--- config.mk ---
export PLATFORM = sky130hd
export DESIGN_NAME = pc_unit
export DESIGN_NICKNAME = d
export VERILOG_FILES = /design/src/rtl/pc_unit.sv
export SDC_FILE = /design/constraint.sdc
export NUM_CORES = 1
export LEC_CHECK = 0
export ABC_AREA = 1
export CORE_AREA = 2 2 103 105
export CTS_CLUSTER_SIZE = 30
export DETAILED_ROUTE_END_ITERATION = 12
export DIE_AREA = 0 0 105 107
export PLACE_DENSITY = 0.78
export SKIP_LAST_GASP = 1
export SLEW_MARGIN = 20
export SYNTH_ARGS = -nofsm -noshare
export SYNTH_HDL_FRONTEND = slang
export SYNTH_SLANG_ARGS = --single-unit
--- constraint.sdc ---
create_clock -name clk -period 2.38 [get_ports clk]
set_clock_uncertainty 0.15 [all_clocks]
set_input_delay 0.476 -clock clk [delete_from_list [all_inputs] [get_ports clk]]
set_output_delay 0.476 -clock clk [all_outputs]
set_load 0.05 [all_outputs]
--- src/rtl/pc_unit.sv ---
// Fetch program counter for the IF stage: sequential stepping plus prioritised
// redirects, with redirects that arrive under stall held until it releases.
// Optional alignment check is enabled by defining PC_ALIGN_CHECK_EN.
module pc_unit #(
  parameter int               WIDTH        = 32,
  parameter logic [WIDTH-1:0] RESET_VECTOR = 32'hBFC00000,
  parameter logic [WIDTH-1:0] EXC_VECTOR   = 32'hBFC00380,
  parameter int               STEP         = 4
) (
  input  logic             clk,
  input  logic             rst_n,
  input  logic             stall,
  input  logic             br_valid,
  input  logic [WIDTH-1:0] br_target,
  input  logic             exc_req,
  input  logic             eret_req,
  input  logic [WIDTH-1:0] epc,
  output logic [WIDTH-1:0] pc,
  output logic [WIDTH-1:0] pc_plus,
  output logic             fetch_valid,
  output logic             redirect_pend
`ifdef PC_ALIGN_CHECK_EN
  ,
  output logic             pc_misalign
`endif
);

  localparam logic [WIDTH-1:0] STEP_W = WIDTH'(STEP);

  typedef enum logic {RUN, PEND} state_t;

  state_t           state;
  logic [WIDTH-1:0] pc_q;
  logic [WIDTH-1:0] pend_q;
  logic [1:0]       sync_q;
  logic             live;
  logic             hi_req;
  logic             any_req;
  logic [WIDTH-1:0] hi_tgt;
  logic [WIDTH-1:0] sel_tgt;
  logic             align_ok;

  assign live    = sync_q[1];
  // Exception and ERET outrank a branch; exception outranks ERET.
  assign hi_req  = exc_req | eret_req;
  assign any_req = hi_req | br_valid;
  assign hi_tgt  = exc_req ? EXC_VECTOR : epc;
  assign sel_tgt = hi_req ? hi_tgt : br_target;

  always_ff @(posedge clk or negedge rst_n) begin
    if (!rst_n) begin
      pc_q   <= RESET_VECTOR;
      pend_q <= '0;
      state  <= RUN;
      sync_q <= '0;
    end else begin
      sync_q <= {sync_q[0], 1'b1};
      if (live) begin
        case (state)
          RUN: begin
            if (!stall) begin
              pc_q <= any_req ? sel_tgt : pc_q + STEP_W;
            end else if (any_req) begin
              pend_q <= sel_tgt;
              state  <= PEND;
            end
          end
          PEND: begin
            // A branch seen while a redirect is pending is on the wrong path.
            if (stall) begin
              if (hi_req) pend_q <= hi_tgt;
            end else begin
              pc_q  <= hi_req ? hi_tgt : pend_q;
              state <= RUN;
            end
          end
          default: state <= RUN;
        endcase
      end
    end
  end

`ifdef PC_ALIGN_CHECK_EN
  assign pc_misalign = |pc_q[1:0];
  assign align_ok    = ~pc_misalign;
`else
  assign align_ok    = 1'b1;
`endif

  assign pc            = pc_q;
  assign pc_plus       = pc_q + STEP_W;
  assign redirect_pend = (state == PEND);
  assign fetch_valid   = live & ~stall & (state == RUN) & align_ok;

endmodule
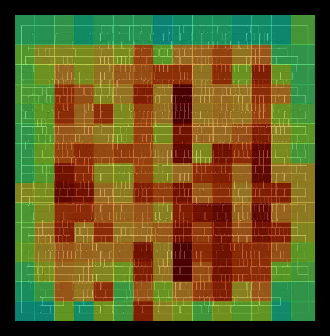
**Above:** routing congestion map.
final core utilization: 77.2%
GR peak layer: met2
WL/cell: 17.2 um
M2 GR Usage: 54.3%

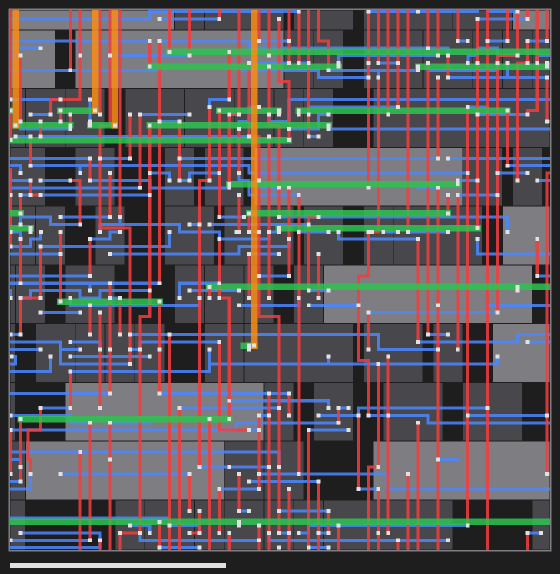
**Above:** close-up of the layout.
Scale bar: 10 um. Window x 14 to 39, y 14 to 39 um. Cells in gray, sequential cells in the stronger gray; small squares are vias.
legend:
  green:
    layer: M3
  red:
    layer: M2
  blue:
    layer: M1
  orange:
    layer: M4
cells with their middle in the window: 66
sequential cells in the window: 6
most frequent: nand2_1 (17), o21ai_0 (11), nor2_1 (8)
netlist names of flops here include: `pc` (4), `pend_q` (2)

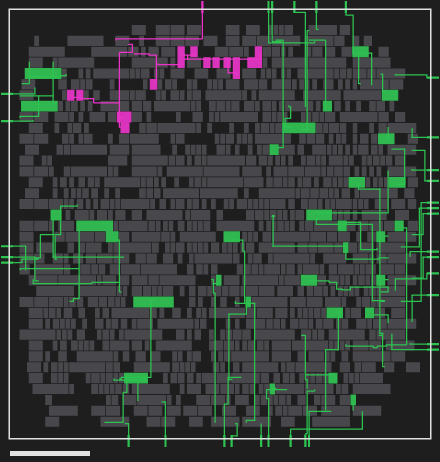
**Above:** I/O nets highlighted.
Scale bar: 20 um.
legend:
  green:
    port: `pc_plus`
    direction: output
    end_cells: 32
    buffers: 34
    wire: 1,170 um
  magenta:
    port: `eret_req`
    direction: input
    end_cells: 17
    buffers: 2
    wire: 122 um

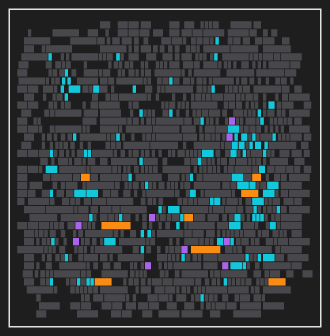
**Above:** logic cells by family.
legend:
  orange:
    family: xor and xnor cells
    cells: 8
  purple:
    family: and/or cells
    cells: 9
    most_used: or2_2
  cyan:
    family: nor cells
    cells: 92
    most_used: nor2_1

==> impl_metrics.py <==
# Flow results
metrics = {
    "run_status": {
        "outcome": "complete, but fails checks",
        "violations": "negative setup slack",
    },
    "yosys": {
        "edf_count": 0,
        "avgSynthCellArea_um2": 6.11,
        "area_leaders": "dfrtp_1 (30%), nand2_1 (24%), o21ai_0 (10%)",
        "ys_sh_xor_pct": 1.45,
        "yosys_warnings": 0,
        "ys_sh_mux_pct": 0,
        "netlist_area_um2": 4850,
        "top_area_share_pct": 29.9,
        "fa_ha_area_share_pct": 0.258,
        "simple_gate_share_pct": 37.1,
        "synth_stat.cells": 794,
        "ys_seq_share_pct": 34.8,
        "top_cells_by_count": "nand2_1 (314), o21ai_0 (98), nor2_1 (87), inv_1 (61), dfrtp_1 (58)",
        "ff_type": "dfrtp_1",
        "fp_nets": 865,
        "syn_inst": 794,
        "ys_chip_area_um2": 4850,
        "synthArstFlopShare_pct": 100,
        "largest_area_cell": "dfrtp_1",
        "yosys.cell_types.count": 27,
        "ys_ff": 67,
        "aoi_share_pct": 17.6,
        "synth.most_common_cell": "nand2_1",
    },
    "die": {
        "num_rows": 37,
        "fp_util_pct": 48.0,
        "fp.coreArea_um2": 10100,
        "die_h_um": 107,
        "fp.dieW_um": 105,
    },
    "power": {
        "clkPwrFrac_pct": 17.8,
        "power_frac_comb_pct": 51.5,
        "power_switching_mw": 2.22,
        "powerDensity_nw_per_um2": 654,
        "peakVddDrop_uv": 538,
        "seq_power_share_pct": 30.7,
        "swShare_pct": 43.7,
        "maxPowerGroup": "combinational logic",
        "seq-power_mw": 1.56,
        "total_leakage_power_nw": 3.52,
        "power_mw": 5.10,
        "p_comb_mw": 2.62,
    },
    "grt": {
        "grt_overflow": 0,
        "grt_usage_pct": 32.6,
        "grt_pass1_wl_um": 29000,
        "met3_usage_pct": 5.71,
        "grt_pass1_vias": 5968,
        "grtUsageMet1_pct": 40.4,
    },
    "job": {
        "drv_cap": 0,
        "tool_warnings": 29,
    },
    "sta": {
        "worst_pin_slew_ns": 0.543,
        "finalMaxSlewViolations": 0,
        "hold_viol": 0,
        "period_minus_slack_ns": 2.59,
        "setup_viol": 25,
        "max_freq_mhz": 387,
        "hold_slack_ns": 0.198,
        "finalClockPeriodUsage_pct": 109,
        "slew_headroom_pct": 63.7,
        "postLayoutSetupSlackWorst_ns": -0.205,
        "rsz0062_at_grt": "yes",
    },
    "layout": {
        "flop_area_um2": 1710,
        "layout_top_cell": "nand2_1",
        "design_area_um2": 7790,
        "final_layout_top_logic_cells": "nand2_1 (265), clkdlybuf4s50_1 (92), o21ai_0 (90)",
        "logic_area_um2": 3240,
        "fin_cells": 1110,
        "nets": 1040,
        "fillerInstances": 725,
        "layout-drive-gt1-share_pct": 27.1,
        "area_growth_pct": 60.6,
    },
    "clock_network": {
        "cts_root_buffer": "clkbuf_8",
        "htreeDepth": 3,
        "holdBufCountCts": 1,
        "postCtsResizedCells": 64,
        "cts_buffer_depth": 2,
        "clk_pin_slew_ns": 0.07,
        "clock_sinks": 67,
        "postCtsSetupRepairBufs": 27,
        "clock_latency_ns": 0.36,
        "numCtsBuffers": 9,
        "cts_tree": "built",
    },
    "drt": {
        "drc": 0,
        "drt-total-wl_um": 19100,
        "dr.pass1.iters": 5,
        "wl_met3_um": 1980,
        "routed.top_layer": "met4",
        "antenna_left": 0,
        "wl_met1_um": 7010,
        "via_count": 6295,
    },
    "min_path": {
        "min_to": "sync_q[1]$_DFF_PN0_",
        "min_path_cells": 0,
        "holdCritPathClass": "register to register",
        "hold_start": "sync_q[0]$_DFF_PN0_",
    },
    "worst_setup_path": {
        "reg2reg_from": "pc[16]$_DFFE_PN0P_",
        "cpMaxStageDelayCell": "dfrtp_2",
        "crit_top_cell": "nand2_1",
        "cp_max_fo": 6,
        "crit_end": "pc_plus[21]",
        "reg2reg_slack_ns": 0.08,
        "startpoint_type": "register",
        "worstSetupPathDepth": 7,
        "r2r-end": "pc[21]$_DFFE_PN0P_",
        "crit_family": "simple AND/OR/NAND/NOR gates",
        "path_cells": "nand2_1, nor2_1, nand2_1, nor2_4, nand3_2, nand2_2, buf_12",
        "worstSetupEndpointType": "output port",
        "crit_required_ns": 1.75,
        "cp.arrival_ns": 1.96,
        "worstSetupStartpoint": "pc[16]$_DFFE_PN0P_",
        "crit_type": "register to output port",
        "worst-path-buf-inv": 1,
    },
    "placed_design": {
        "placed_cell_area_um2": 6850,
        "globalplace.congestion": 0.925,
        "dp_worst_setup_slack_ns": 0.0541,
        "hpwlAfterDp_um": 12700,
        "port_buffers": 135,
    },
}
logic make-up after synthesis:
group           count (synthesis)
other cells                     1
flops                          67
simple gates                  452
xor+xnor                        8
compound gates                160
buf+inv                       105
fa+ha+maj                       1
metrics by stage:
step / utilization [%] / TNS (ns)
floorplan: - / -0.00143
global placement: 67.9 / 0
detailed placement: 67.9 / 0
CTS: 73.8 / -1.60
global route: 77.2 / -3.85
finish: 77.2 / -2.63
layout make-up:
cell class / count / share of cell area (%)
clock buffer: 14 / 2.22
timing repair buffer: 203 / 28.7
tap: 136 / 2.19
multi-input combinational: 622 / 41.6
clock inverter: 2 / 0.129
inverter: 66 / 3.23
sequential: 67 / 21.9
state kept, by name, summed over array words and instances, names as in the netlist:
register       count
sync_q             2
redirect_pend      1
pc                32
pend_q            32
Power and IR drop assume default switching activity.
